### src/rtl/mem_arbiter.sv
// mem_arbiter
// Shares one synchronous single-port RAM between a CPU and a DMA requester.
// The CPU owns the RAM port by default. A DMA word costs two cycles: S_DMA
// issues the access, and S_DATA returns the read data while putting the CPU
// address back on the RAM. That way the CPU's read data is valid again in the
// next S_CPU cycle.
// After MAX_BURST back-to-back DMA words the CPU gets at least one unstalled
// cycle before the DMA requester is served again.
//
// Ports
//   clk, nreset                          clock, asynchronous active-low reset
//   cpu_address/cpu_data/cpu_wren        CPU request (in)
//   cpu_q                                RAM read data to CPU (out)
//   stall                                hold request to CPU (out)
//   dma_req                              DMA word request, held until dma_gnt (in)
//   dma_address/dma_data/dma_wren        DMA access, stable while dma_req (in)
//   dma_gnt                              DMA access issued this cycle (out)
//   dma_rvalid                           dma_q valid for the last granted read (out)
//   dma_q                                RAM read data to DMA (out)
//   ram_address/ram_data/ram_wren        RAM request (out)
//   ram_q                                RAM read data, one cycle after address (in)
module mem_arbiter #(
  parameter int ADDR_W    = 16,
  parameter int DATA_W    = 32,
  parameter int MAX_BURST = 4
) (
  input  logic              clk,
  input  logic              nreset,
  input  logic [ADDR_W-1:0] cpu_address,
  input  logic [DATA_W-1:0] cpu_data,
  input  logic              cpu_wren,
  output logic [DATA_W-1:0] cpu_q,
  output logic              stall,
  input  logic              dma_req,
  input  logic [ADDR_W-1:0] dma_address,
  input  logic [DATA_W-1:0] dma_data,
  input  logic              dma_wren,
  output logic              dma_gnt,
  output logic              dma_rvalid,
  output logic [DATA_W-1:0] dma_q,
  output logic [ADDR_W-1:0] ram_address,
  output logic [DATA_W-1:0] ram_data,
  output logic              ram_wren,
  input  logic [DATA_W-1:0] ram_q
);

  localparam logic [7:0] MAX_BURST_C = 8'(MAX_BURST);

  typedef enum logic [1:0] {
    S_CPU  = 2'd0,
    S_DMA  = 2'd1,
    S_DATA = 2'd2
  } state_t;

  state_t     state_q, state_d;
  logic [7:0] burst_cnt_q, burst_cnt_d;
  logic       wr_flag_q, wr_flag_d;
  logic       cpu_free_q, cpu_free_d;

  // Both requesters see the RAM read port directly.
  assign cpu_q = ram_q;
  assign dma_q = ram_q;

  always_ff @(posedge clk or negedge nreset) begin
    if (!nreset) begin
      state_q     <= S_CPU;
      burst_cnt_q <= 8'd0;
      wr_flag_q   <= 1'b0;
      cpu_free_q  <= 1'b0;
    end else begin
      state_q     <= state_d;
      burst_cnt_q <= burst_cnt_d;
      wr_flag_q   <= wr_flag_d;
      cpu_free_q  <= cpu_free_d;
    end
  end

  always_comb begin
    state_d     = state_q;
    burst_cnt_d = burst_cnt_q;
    wr_flag_d   = wr_flag_q;
    cpu_free_d  = cpu_free_q;
    ram_address = cpu_address;
    ram_data    = cpu_data;
    ram_wren    = cpu_wren;
    stall       = 1'b0;
    dma_gnt     = 1'b0;
    dma_rvalid  = 1'b0;

    unique case (state_q)
      S_CPU: begin
        // The free cycle after a capped burst lasts exactly one S_CPU cycle.
        cpu_free_d = 1'b0;
        if (dma_req && !cpu_free_q) begin
          state_d = S_DMA;
        end
      end

      S_DMA: begin
        ram_address = dma_address;
        ram_data    = dma_data;
        ram_wren    = dma_wren;
        stall       = 1'b1;
        dma_gnt     = 1'b1;
        wr_flag_d   = dma_wren;
        burst_cnt_d = burst_cnt_q + 8'd1;
        state_d     = S_DATA;
      end

      S_DATA: begin
        // Re-present the CPU address as a read so ram_q carries CPU data
        // when the CPU resumes. A held CPU write is re-applied in S_CPU.
        ram_address = cpu_address;
        ram_data    = cpu_data;
        ram_wren    = 1'b0;
        stall       = 1'b1;
        dma_rvalid  = !wr_flag_q;
        if (dma_req && (burst_cnt_q < MAX_BURST_C)) begin
          state_d = S_DMA;
        end else begin
          state_d     = S_CPU;
          burst_cnt_d = 8'd0;
          // Only a burst cut short by the cap with more work pending owes
          // the CPU a free cycle.
          cpu_free_d  = dma_req;
        end
      end

      default: begin
        state_d     = S_CPU;
        burst_cnt_d = 8'd0;
      end
    endcase
  end

endmodule

### config.mk
export PLATFORM = sky130hd
export DESIGN_NAME = mem_arbiter
export DESIGN_NICKNAME = d
export VERILOG_FILES = /design/src/rtl/mem_arbiter.sv
export SDC_FILE = /design/constraint.sdc
export NUM_CORES = 1
export LEC_CHECK = 0
export CAP_MARGIN = 30
export CORE_AREA = 2 2 97 99
export DETAILED_ROUTE_END_ITERATION = 16
export DIE_AREA = 0 0 99 101
export DONT_BUFFER_PORTS = 1
export SYNTH_ARGS = -nofsm -noshare
export SYNTH_HDL_FRONTEND = slang
export SYNTH_SLANG_ARGS = --single-unit
### constraint.sdc
create_clock -name clk -period 2.05 [get_ports clk]
set_input_delay 0.41 -clock clk [delete_from_list [all_inputs] [get_ports clk]]
set_output_delay 0.41 -clock clk [all_outputs]
set_load 0.02 [all_outputs]
==> qor.txt, run 1 <==
first-pass GRT wire length -> 6596 um
HPWL Detailed -> 4162 um
length of routed met2 wiring -> 2688 um
IO Pins -> 249
Int Pwr -> 1.199 mW
Seq area share -> 0.1825
CTS max path bufs -> 2
Reg clk slew, reported paths -> 0.05 ns
sw frac -> 0.4866
cells after synthesis -> 194
gr busiest metal -> met2
Max VDD drop -> 0.4201 mV
total gr overflow -> 0
clock power share -> 0.112
Max power group -> combinational logic
Avg Inst Size Synth -> 9.416 sq um
PD cells -> 1420 nW/um^2
Non-CTS buffers -> 10
slowest CP cell -> mux2_2
TNS Setup -> 0 ns
slowest stage delay, CP -> 0.41 ns
Dominant combinational family -> multiplexers
Iter 0 DRT Violations -> 18
Latency at later pin -> 0.24 ns
number of global-route vias before repair -> 1084
tool warnings -> 30
CP Max Fanout -> 19
minimum clock period -> 1.978 ns
Final Skew -> 0.002844 ns
clk_buf instances -> 4
Reg-to-Reg Start -> state_q[0]$_DFFE_PN0P_
mapped cell area -> 1827 sq um
Die Ht -> 101 um
combinational power share -> 0.747
mean routed wirelength per cell -> 21.21 um
Mux area share -> 0.3253
# DRC -> 0
Max-slew headroom -> 0.6262
sequential fraction of design power -> 0.141
Hold Crit Class -> in2reg
post_cts resized -> 1
Top cell excl fill/tap -> mux2_2
largest net degree at the start of global routing -> 42
Flops -> 12
FF-to-FF End -> burst_cnt_q[0]$_DFFE_PN0P_
Clock Power -> 261 uW
Dominant cell area share -> 0.3144
top cells by count, synth -> buf_4, mux2_2, dfrtp_1, nand2_1
critical-path cell list -> inv_2 -> ha_4 -> clkbuf_16 -> mux2_2
area leader, netlist -> mux2_2
dpl cells -> 237
critical path capture point -> ram_data[25]
r2r setup slk -> 0.40 ns
share of layout cells above drive strength 1 -> 0.5407
CP Launch Point -> state_q[1]$_DFFE_PN0P_
synth-to-layout area growth -> -9.931%
Core ar. -> 8977 sq um
most frequent cell after synthesis -> buf_4
Max Used Layer -> met4
Comb/total area -> 0.6023
WP data arrival -> 1.57 ns
Switch Pwr -> 1.137 mW
kind of critical path -> reg2out
Power Sequential -> 329 uW
Non-clk invs -> 6
min-delay src -> dma_wren
TritonCTS Sinks -> 12
most frequent cells in the layout -> mux2_2, dfrtp_1, nand2_1
met3 Use GR -> 0.03537
GR Util met1 -> 0.1011
clk cell area share -> 0.03346
GP Congestion -> 0.7855
worst slew pin tran -> 0.5589 ns
H-tree levels -> 1
Synth Seq Share -> 0.1644
logic area -> 991.0 sq um
CP delay by family, top -> multiplexers
Post-DRT Antenna Nets -> 0
total clock buffers created by CTS -> 3
outcome -> finished, final reports clean
Post-synth EDFFs -> 0
final non-filler cell area -> 1645 sq um
Root Driver -> clkbuf_8
Critical path buffers and inverters -> 2
period utilization -> 0.9647
Synth Warn # -> 0
Flop area -> 300.3 sq um
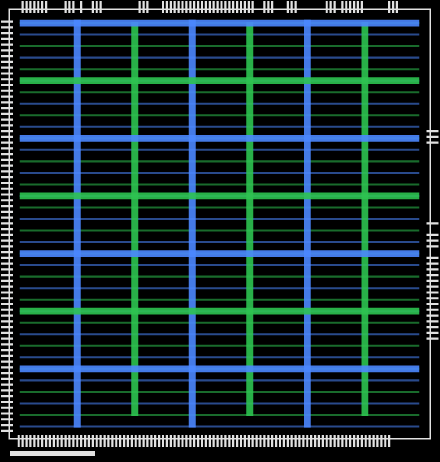
run_1/pdn.png
Scale bar: 20 um. Pins as bars on the die edge.
green -> VDD
blue -> VSS
rows = 35
met4 straps = 6

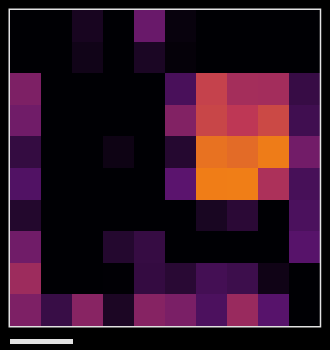
run_1/density.png
Scale bar: 20 um. 10 x 10 tiles, from black (low) to pale yellow (high), 0 to 100% covered.
nearly empty tiles = 47%
mean over tiles = 15%
emptiest ninth of the die = upper left
fullest tile = 71%
densest ninth of the die = middle right

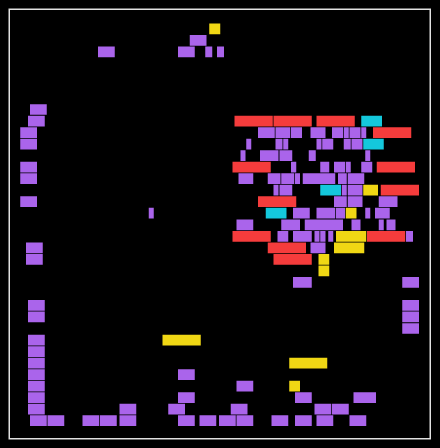
run_1/cell_classes.png
red -> flip-flops  # cells 12, share of their area 20%
purple -> all other logic  # cells 109, share of their area 67%
yellow -> other buffers and delay cells  # cells 10, share of their area 9.1%
cyan -> clock drivers and dummy loads  # cells 4, share of their area 3.7%

==> run 2, diff against run 1 <==
- CAP_MARGIN: 30 -> default
==> qor.txt, run 2 <==
CTS max path bufs -> 2 (unchanged)
final setup fails -> 0
Dominant combinational family -> multiplexers
Synth Warn # -> 0 (unchanged)
Non-CTS buffers -> 10 (unchanged)
share of layout cells above drive strength 1 -> 0.5407 (unchanged)
Dominant flop cell -> dfrtp_1
mapped cell area -> 1827 sq um (unchanged)
most frequent cell after synthesis -> buf_4
TAP cells -> 111
Latency at later pin -> 0.24 ns (about the same)
clock power share -> 0.112 (about the same)
TritonCTS Sinks -> 12 (unchanged)
clk cell area share -> 0.03346 (unchanged)
HPWL Detailed -> 4162 um (unchanged)
GP Congestion -> 0.7855 (unchanged)
Area after DPL -> 1489 sq um
CP Max Fanout -> 19 (unchanged)
# Cells Yosys -> 194
synth-to-layout area growth -> -9.931% (unchanged)
min-delay src -> dma_wren
Reg clk slew, reported paths -> 0.05 ns (about the same)
Largest register FFs -> 8
WP data arrival -> 1.57 ns (about the same)
Dominant cell area share -> 0.3144 (unchanged)
most flop-heavy register -> burst_cnt_q
Mapped Nets -> 332
critical path capture point -> ram_data[25]
Hold Crit Class -> in2reg
FF-to-FF End -> burst_cnt_q[0]$_DFFE_PN0P_
Non-clk invs -> 6 (unchanged)
leak pwr -> 0.6435 nW
IO Pins -> 249 (unchanged)
Flop area -> 300.3 sq um (unchanged)
area fraction in compound gates -> 0.07877
Power Sequential -> 329 uW (about the same)
Max Used Layer -> met4
kind of critical path -> reg2out
worst slew pin tran -> 0.5589 ns (unchanged)
minimum clock period -> 1.978 ns (unchanged)
Root Driver -> clkbuf_8
sw frac -> 0.4866 (unchanged)
dpl cells -> 237 (unchanged)
slowest stage delay, CP -> 0.41 ns (about the same)
Core ar. -> 8977 sq um (unchanged)
# DRC -> 0 (unchanged)
combinational power share -> 0.747 (about the same)
first-pass GRT wire length -> 6596 um (unchanged)
Max-slew headroom -> 0.6262 (unchanged)
via count of the routed design -> 1124
most frequent cells in the layout -> mux2_2, dfrtp_1, nand2_1
r2r setup slk -> 0.40 ns (about the same)
Mux area share -> 0.3253 (unchanged)
total clock buffers created by CTS -> 3 (unchanged)
TNS Setup -> 0 ns (unchanged)
Post-synth EDFFs -> 0 (unchanged)
Seq area share -> 0.1825 (unchanged)
Flops -> 12 (unchanged)
slowest CP cell -> mux2_2
GR Util met1 -> 0.1011 (unchanged)
Synth Seq Share -> 0.1644 (unchanged)
Die Ht -> 101 um (unchanged)
Max VDD drop -> 0.4201 mV (unchanged)
Yosys cell types -> 34
Switch Pwr -> 1.137 mW (unchanged)
tool warnings -> 30 (unchanged)
final slew viol count -> 0
Reg-to-Reg Start -> state_q[0]$_DFFE_PN0P_
Final Skew -> 0.002844 ns (unchanged)
PD cells -> 1420 nW/um^2 (unchanged)
mean routed wirelength per cell -> 21.21 um (unchanged)
sequential fraction of design power -> 0.141 (about the same)
Int Pwr -> 1.199 mW (unchanged)
gr busiest metal -> met2
period utilization -> 0.9647 (unchanged)
largest net degree at the start of global routing -> 42 (unchanged)
length of routed met2 wiring -> 2688 um (unchanged)
Critical path buffers and inverters -> 2 (unchanged)
met2 usage -> 0.1544
logic area -> 991.0 sq um (unchanged)
area leader, netlist -> mux2_2
outcome -> finished, final reports clean
Max power group -> combinational logic
post_cts resized -> 1 (unchanged)
clk_buf instances -> 4 (unchanged)
PortBufs -> 0
Hold Fails Final Rpt -> 0
wl on met1 -> 1989 um
final non-filler cell area -> 1645 sq um (unchanged)
Top cell excl fill/tap -> mux2_2
number of global-route vias before repair -> 1084 (unchanged)
H-tree levels -> 1 (unchanged)
CP delay by family, top -> multiplexers
critical-path cell list -> inv_2 -> ha_4 -> clkbuf_16 -> mux2_2
Comb/total area -> 0.6023 (unchanged)
top cells by count, synth -> buf_4, mux2_2, dfrtp_1, nand2_1
Clock Power -> 261 uW (about the same)
Post-DRT Antenna Nets -> 0 (unchanged)
Data buffer area share -> 0.08365
Iter 0 DRT Violations -> 18 (unchanged)
R2R depth -> 5
CP Launch Point -> state_q[1]$_DFFE_PN0P_
total gr overflow -> 0 (unchanged)
Avg Inst Size Synth -> 9.416 sq um (unchanged)
cells after synthesis -> 194 (unchanged)
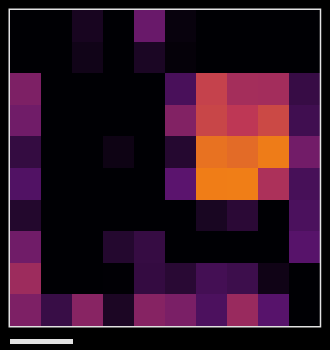
run_2/density.png
Scale bar: 20 um. 10 x 10 tiles, from black (low) to pale yellow (high), 0 to 100% covered.
nearly empty tiles = 47%
emptiest ninth of the die = upper left
fullest tile = 71%
mean over tiles = 15%
densest ninth of the die = middle right

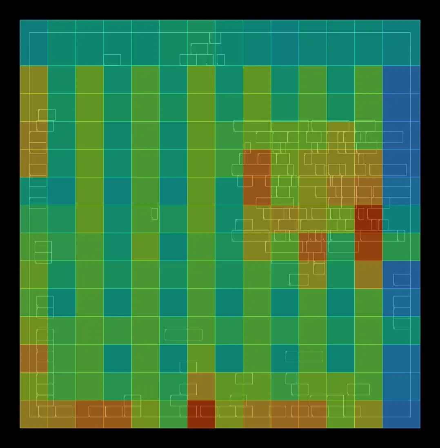
run_2/final_congestion.png
met3 Use GR: 0.03537
GRT Total Usage: 0.08821

==> run 3, diff against run 2 <==
- ABC_AREA: default -> 1
- CORE_AREA: 2 2 97 99 -> 2 2 98 100
- DIE_AREA: 0 0 99 101 -> 0 0 100 102
==> qor.txt, run 3 <==
TritonCTS Sinks -> 12 (unchanged)
Max VDD drop -> 0.5815 mV (+38%)
cells after synthesis -> 326 (+68%)
clk_buf instances -> 3 (-1)
dpl cells -> 363 (+53%)
mapped cell area -> 1844 sq um (+0.96%)
Root Driver -> clkbuf_8
Largest register FFs -> 8 (unchanged)
Seq area share -> 0.1826 (about the same)
Post-synth EDFFs -> 0 (unchanged)
Non-clk invs -> 17 (+11)
number of global-route vias before repair -> 1266 (+17%)
Peak Freq -> 506.5 MHz
Dominant cell area share -> 0.3602 (+0.04586)
Die Ht -> 102 um (+0.99%)
Yosys cell types -> 20 (-41%)
total clock buffers created by CTS -> 3 (unchanged)
Latency at later pin -> 0.24 ns (about the same)
Max power group -> combinational logic
Dominant combinational family -> simple AND/OR/NAND/NOR gates
most frequent cell after synthesis -> nand2_1
TAP cells -> 111 (unchanged)
largest net degree at the start of global routing -> 51 (+21%)
PD cells -> 1624 nW/um^2 (+14%)
share of layout cells above drive strength 1 -> 0.1202 (-0.4206)
# DRC -> 0 (unchanged)
Switch Pwr -> 1.696 mW (+49%)
CP Max Fanout -> 28 (+9)
most frequent cells in the layout -> nand2_1, nand2_2, inv_1
total gr overflow -> 0 (unchanged)
met2 usage -> 0.1346 (-0.01975)
area fraction in compound gates -> 0.04071 (-0.03806)
CP delay by family, top -> buffers and inverters
HPWL Detailed -> 4323 um (+3.9%)
minimum clock period -> 1.974 ns (-0.003201 ns)
met3 Use GR -> 0.06772 (+0.03235)
leak pwr -> 0.8976 nW (+39%)
IO Pins -> 249 (unchanged)
mean routed wirelength per cell -> 15.93 um (-25%)
worst slew pin tran -> 0.5848 ns (+0.02588 ns)
clk cell area share -> 0.02511 (-0.008346)
synth-to-layout area growth -> -10.85%
Int Pwr -> 974.4 uW (-19%)
kind of critical path -> reg2out
GR Util met1 -> 0.1062 (+0.005112)
critical path capture point -> ram_data[2]
Synth Seq Share -> 0.1628 (-0.001561)
Area after DPL -> 1483 sq um (-0.42%)
PortBufs -> 0 (unchanged)
outcome -> finished, final reports clean
critical-path cell list -> inv_1 -> ha_4 -> bufbuf_16 -> nand2_1 -> nand2_1
Hold Fails Final Rpt -> 0 (unchanged)
R2R depth -> 11 (+6)
Worst Hold Path Cells -> 2
Post-DRT Antenna Nets -> 0 (unchanged)
Dominant flop cell -> dfrtp_1
Non-CTS buffers -> 6 (-4)
period utilization -> 0.9632 (-0.001561)
GRT Total Usage -> 0.09249 (+0.004279)
Flop area -> 300.3 sq um (unchanged)
CP Launch Point -> state_q[1]$_DFFE_PN0P_
H-tree levels -> 1 (unchanged)
Critical path buffers and inverters -> 2 (unchanged)
Mux area share -> 0 (-0.3253)
Hold Crit Class -> in2reg
min-delay src -> dma_wren
CTS max path bufs -> 2 (unchanged)
sequential fraction of design power -> 0.129 (-0.012)
Max Used Layer -> met4
via count of the routed design -> 1634 (+45%)
area leader, netlist -> nand2_1
top cells by count, synth -> nand2_1, buf_4, inv_1, dfrtp_1, nor2_1
logic area -> 984.7 sq um (-0.63%)
final non-filler cell area -> 1644 sq um (about the same)
most flop-heavy register -> burst_cnt_q
r2r setup slk -> 0.51 ns (+0.11 ns)
Iter 0 DRT Violations -> 46 (+28)
TNS Setup -> 0 ns (unchanged)
WP data arrival -> 1.56 ns (about the same)
slowest stage delay, CP -> 0.40 ns (about the same)
# Cells Yosys -> 326 (+68%)
Mapped Nets -> 464 (+40%)
initial antenna violation count -> 0
Power Sequential -> 344 uW (+5%)
first-pass GRT wire length -> 7113 um (+7.8%)
Comb/total area -> 0.5989 (-0.003347)
length of routed met2 wiring -> 2480 um (-7.7%)
Top Registers -> burst_cnt_q x8, state_q x2
gr busiest metal -> met2
wl on met1 -> 2175 um (+9.4%)
final setup fails -> 0 (unchanged)
final slew viol count -> 0 (unchanged)
tool warnings -> 29 (-3.3%)
Synth Warn # -> 0 (unchanged)
sw frac -> 0.6351 (+0.1485)
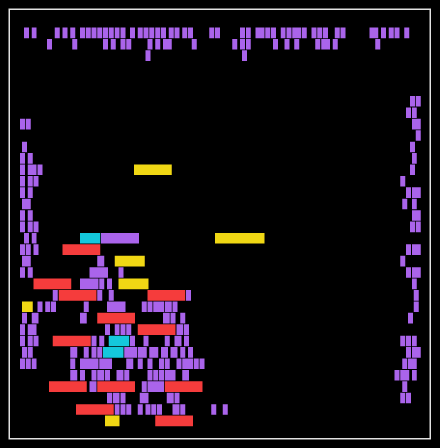
run_3/cell_classes.png
yellow -> other buffers and delay cells  # cells 6, share of their area 7.6%
purple -> all other logic  # cells 237, share of their area 70%
cyan -> cells driving clock nets  # cells 3, share of their area 2.7%
red -> flip-flops  # cells 12, share of their area 20%

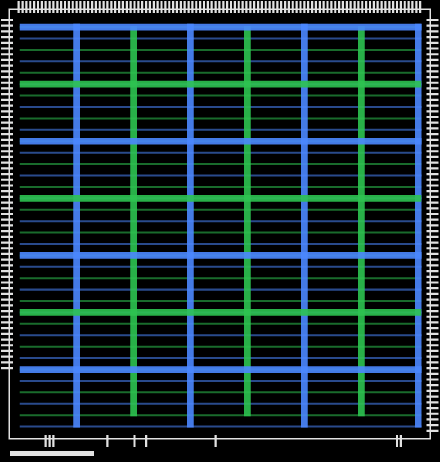
run_3/pdn.png
Scale bar: 20 um. Pins as bars on the die edge.
green -> VDD
blue -> VSS
met1 rails = 36
signal pins = 249
rows = 35

Power figures rest on the tool's default switching activity, not on a simulated workload.
